File: config.mk
export PLATFORM = sky130hd
export DESIGN_NAME = led_bar_sched
export DESIGN_NICKNAME = d
export VERILOG_FILES = /design/src/rtl/led_bar_sched.sv
export SDC_FILE = /design/constraint.sdc
export NUM_CORES = 1
export LEC_CHECK = 0
export CORE_MARGIN = 8
export CORE_UTILIZATION = 50
export CTS_CLUSTER_DIAMETER = 80
export DETAILED_ROUTE_END_ITERATION = 10
export PLACE_DENSITY = 0.76
export SLEW_MARGIN = 10
export SYNTH_ARGS = -nofsm -noshare
export SYNTH_HDL_FRONTEND = slang
export SYNTH_SLANG_ARGS = --single-unit
File: constraint.sdc
create_clock -name clock -period 8.01 [get_ports clock]
set_input_delay 1.602 -clock clock [delete_from_list [all_inputs] [get_ports clock]]
set_output_delay 1.602 -clock clock [all_outputs]
set_load 0.1 [all_outputs]
File: src/rtl/led_bar_sched.sv
// led_bar_sched: round-robin scheduler sharing a 30-LED level bar among four sources, with a fading peak marker
module led_bar_sched #(
  parameter int DWELL = 1024,
  parameter int FADE_STEP = 64
) (
  input  logic        clock,
  input  logic        reset,
  input  logic [3:0]  req,
  input  logic [23:0] level,
  input  logic        lock,
  output logic [3:0]  grant,
  output logic [1:0]  sel,
  output logic        valid,
  output logic [29:0] lights
);
  typedef enum logic [1:0] {IDLE, SHOW, SWITCH} state_t;
  state_t state, state_n;
  logic [1:0] ptr, ptr_n, sel_n, win;
  logic [15:0] cnt, cnt_n, fc, fc_n, fb;
  logic [4:0] p, p_n, pb, b;
  logic [5:0] lvl;
  logic [3:0] grant_n;
  logic [29:0] lights_n;
  logic valid_n, entering, stay, expire;
  // Registers every piece of state and every output; reset returns everything to zero except ptr, which parks at 3 so source 0 wins first
  always_ff @(posedge clock) begin
    if (reset) begin
      state <= IDLE;
      ptr <= 2'd3;
      sel <= '0;
      grant <= '0;
      valid <= 1'b0;
      lights <= '0;
      cnt <= '0;
      fc <= '0;
      p <= '0;
    end else begin
      state <= state_n;
      ptr <= ptr_n;
      sel <= sel_n;
      grant <= grant_n;
      valid <= valid_n;
      lights <= lights_n;
      cnt <= cnt_n;
      fc <= fc_n;
      p <= p_n;
    end
  end
  // Next-state, rotation, dwell, peak tracking and the next registered outputs
  always_comb begin
    win = ptr;
    for (int k = 4; k >= 1; k--) if (req[ptr + 2'(k)]) win = ptr + 2'(k);
    state_n = state;
    ptr_n = ptr;
    sel_n = sel;
    cnt_n = '0;
    fc_n = '0;
    p_n = '0;
    entering = 1'b0;
    stay = 1'b0;
    expire = !lock && cnt == 16'(DWELL - 1);
    case (state)
      IDLE: if (|req) begin state_n = SHOW; entering = 1'b1; end
      SHOW: begin
        if (!req[sel] || (expire && |(req & ~grant))) state_n = SWITCH;
        else begin
          stay = 1'b1;
          cnt_n = expire ? 16'd0 : lock ? cnt : cnt + 16'd1;
        end
      end
      default: begin
        state_n = |req ? SHOW : IDLE;
        entering = |req;
      end
    endcase
    if (entering) begin
      sel_n = win;
      ptr_n = win;
    end
    if (state_n == IDLE) sel_n = '0;
    lvl = 6'(level >> (6 * sel_n));
    b = lvl > 6'd30 ? 5'd30 : lvl[4:0];
    pb = entering ? 5'd0 : p;
    fb = entering ? 16'd0 : fc;
    if (entering || stay) begin
      if (b > pb) begin
        p_n = b;
        fc_n = '0;
      end else begin
        fc_n = fb == 16'(FADE_STEP - 1) ? 16'd0 : fb + 16'd1;
        p_n = (fb == 16'(FADE_STEP - 1) && pb != 5'd0) ? pb - 5'd1 : pb;
      end
    end
    valid_n = state_n == SHOW;
    grant_n = valid_n ? 4'd1 << sel_n : 4'd0;
    lights_n = valid_n ? (((30'd1 << b) - 30'd1) | (p_n != 5'd0 ? 30'd1 << (p_n - 5'd1) : 30'd0)) : 30'd0;
  end
endmodule

Figure 1. The metal 1 layer.
Bar = 20 um. Supply wires on this layer in gray.
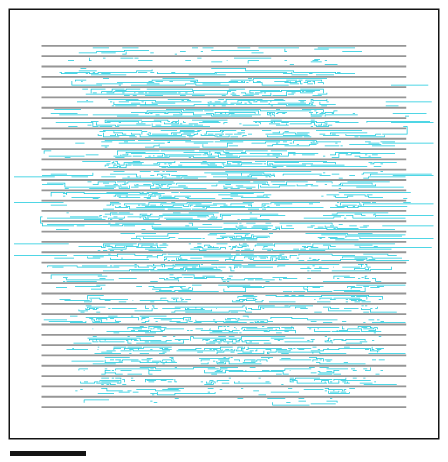
longest straight run	37.3 um
wire length on this layer	6360 um

Figure 2. M2 wires.
Cells faint in the background.
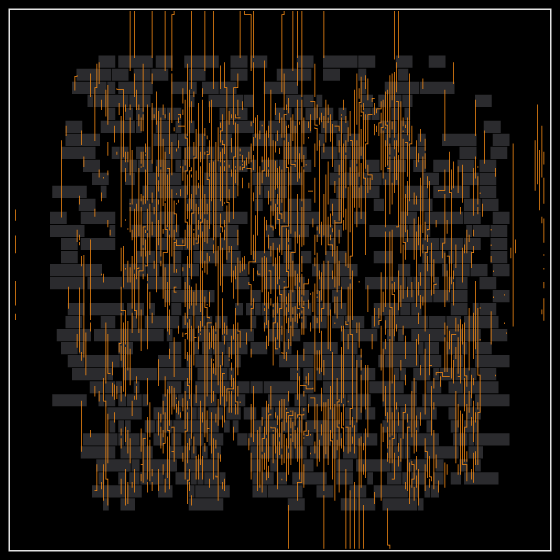
longest straight run	38.1 um
nets with wire on the layer	573
main direction	vertical

Figure 3. The metal 3 layer.
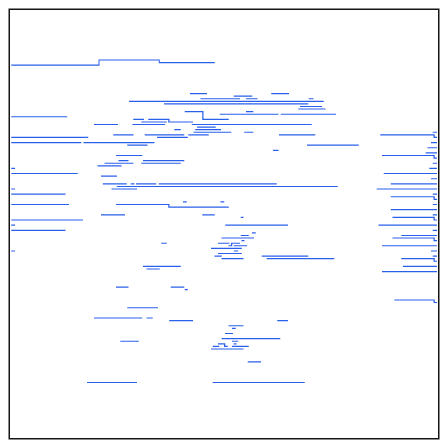
longest straight run	58.0 um
main direction	horizontal
nets with wire on the layer	109

Figure 4. M4 wires.
Supply wires on this layer in gray.
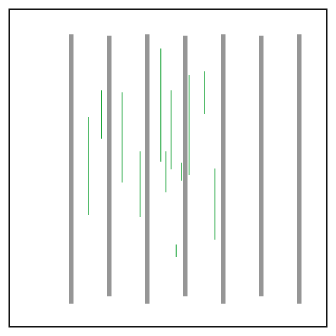
share of all routed wire	2.0%
main direction	vertical
wire length on this layer	275 um
longest straight run	40.1 um
nets with wire on the layer	10

final timing paths:
path | start | to | slack, ns
worst max register to register | state[0]$_SDFF_PP0_ | lights[19]$_SDFF_PP0_ | 2.36
worst max-delay path | req[3] | lights[19]$_SDFF_PP0_ | 0.93
worst min register to register | state[0]$_SDFF_PP0_ | state[1]$_SDFF_PP0_ | 0.50
worst min-delay path | state[0]$_SDFF_PP0_ | state[1]$_SDFF_PP0_ | 0.50
flip-flops by register name, indices dropped and copies added, names as in the netlist:
signal and flops:
grant 4, state 2, valid 1, sel 2, cnt 16, p 5, lights 30, fc 16
ptr 2
layout by cell type (no fill, tap or decap), types with 14 or more instances in the layout:
cell type and instances:
sky130_fd_sc_hd__dfxtp_1 78, sky130_fd_sc_hd__nor2_1 76, sky130_fd_sc_hd__clkdlybuf4s50_1 67, sky130_fd_sc_hd__nand2_1 48, sky130_fd_sc_hd__a21oi_1 29, sky130_fd_sc_hd__mux2i_1 24, sky130_fd_sc_hd__nand3_1 23, sky130_fd_sc_hd__nor3_1 21
sky130_fd_sc_hd__xor2_1 20, sky130_fd_sc_hd__o21ai_0 17, sky130_fd_sc_hd__xnor2_1 16, sky130_fd_sc_hd__a31oi_1 15, sky130_fd_sc_hd__inv_1 14, sky130_fd_sc_hd__buf_4 14
per-layer routing:
metal / track usage (%) / wire length (um) / vias to the layer above
li1: - / - / 2167
met1: 29.1 / 6360 / 2130
met2: 33.0 / 6080 / 216
met3: 5.64 / 1160 / 29
met4: 7.91 / 274 / 0
met5: 0 / 0 / -
logic make-up after synthesis:
family | Yosys count
adder cells (fa/ha/maj) | 8
XOR/XNOR | 36
multiplexers | 36
AND-OR/OR-AND | 119
buffers and inverters | 43
flip-flops | 78
AND/OR/NAND/NOR | 245
==> run notes <==
Numbers from the implementation run.

The global-route wire length before repair is 22500 um. The routability congestion estimate is 0.940. The post-route cell area is 5630 sq um. The setup TNS after final layout is 0 ns. In this run the cell area of the synthesized design comes to 4690 sq um.

The reported leakage power is 0.00202 uW. The overall power after layout is 1870 uW. The synthesized netlist devotes 2.14% of its cell area to adder and majority cells. Measured in cells, the most critical reg-to-reg path has a length of 19.

The main area contributors are sky130_fd_sc_hd__dfxtp_1 (33%), sky130_fd_sc_hd__nor2_1 (6.1%), sky130_fd_sc_hd__mux2i_1 (5.1%), sky130_fd_sc_hd__nand2_1 (3.8%), sky130_fd_sc_hd__xor2_1 (3.7%). The critical path contains buffers and inverters numbering 4 combined. The routed wirelength normalized by instance count is 18.7 um. The worst-case setup slack after placement is 0.651 ns. The critical path capture point type is a flip-flop. Clock tree synthesis selected as its root buffer the cell sky130_fd_sc_hd__clkbuf_8. In the power breakdown, the biggest contributor is combinational cells. TritonCTS built the clock tree.

The count of plain and timing-repair buffers is 81. For the worst-skew pair, the clock arrives at the later sink with an insertion delay of 0.37 ns. The number of gates resized after cts is 0. The signal on the critical path passes through clkdlybuf4s50_1, nor4_2, or2_0, buf_4, o31ai_4, buf_4, mux2i_1, mux2i_2, nor2_4, inv_4, ha_1, a21o_1, o31ai_1, a31oi_1, o2111ai_1, nand3_1, mux2i_2, and4b_1, nand3_1, a31oi_1. Looking at the clock tree report, the H-tree level count equals 3. The mean instance size in the synthesized netlist is 8.29 sq um. The combinational share of cell area is 51.9%. The number of port buffers is 67. In this run the VDD rail shows a maximum IR drop of 195 uV. The number of sequential cells in the layout is 78. The sequential-to-total area share from yosys stat is 33.3%. The flow ran to the end, and the final reports show no timing, DRC or antenna violations. After layout, the clock buffer instance count stands at 11.

After global routing the overflow that remains totals 0. The worst pin sits at a relative slew slack of 33.3%. After clock tree synthesis, the clock-pin slew on the worst setup and hold paths is 0.09 ns.

The power report lists cell-internal power as 891 uW. In this run the standard cell core region covers 9150 sq um. The highest net fanout along the worst path is 13.

The worst path arrival time is 7.37 ns. For this design, the CTS-stage hold fixing added 0 buffers. The number of ports placed on the die boundary is 68. For reference, the final report shows the max-slew violation count at 0. On the critical path, the stage with the largest delay is an instance of sky130_fd_sc_hd__clkdlybuf4s50_1. Of the combinational cells, the family taking the most area is simple AND/OR/NAND/NOR gates. The number of remaining DRC errors is 0.

Between the synthesized netlist and the finished layout, the area growth was recorded as 20.1%. The core utilization before placement is 51.2%.
Power is estimated from default activity; no workload was simulated.
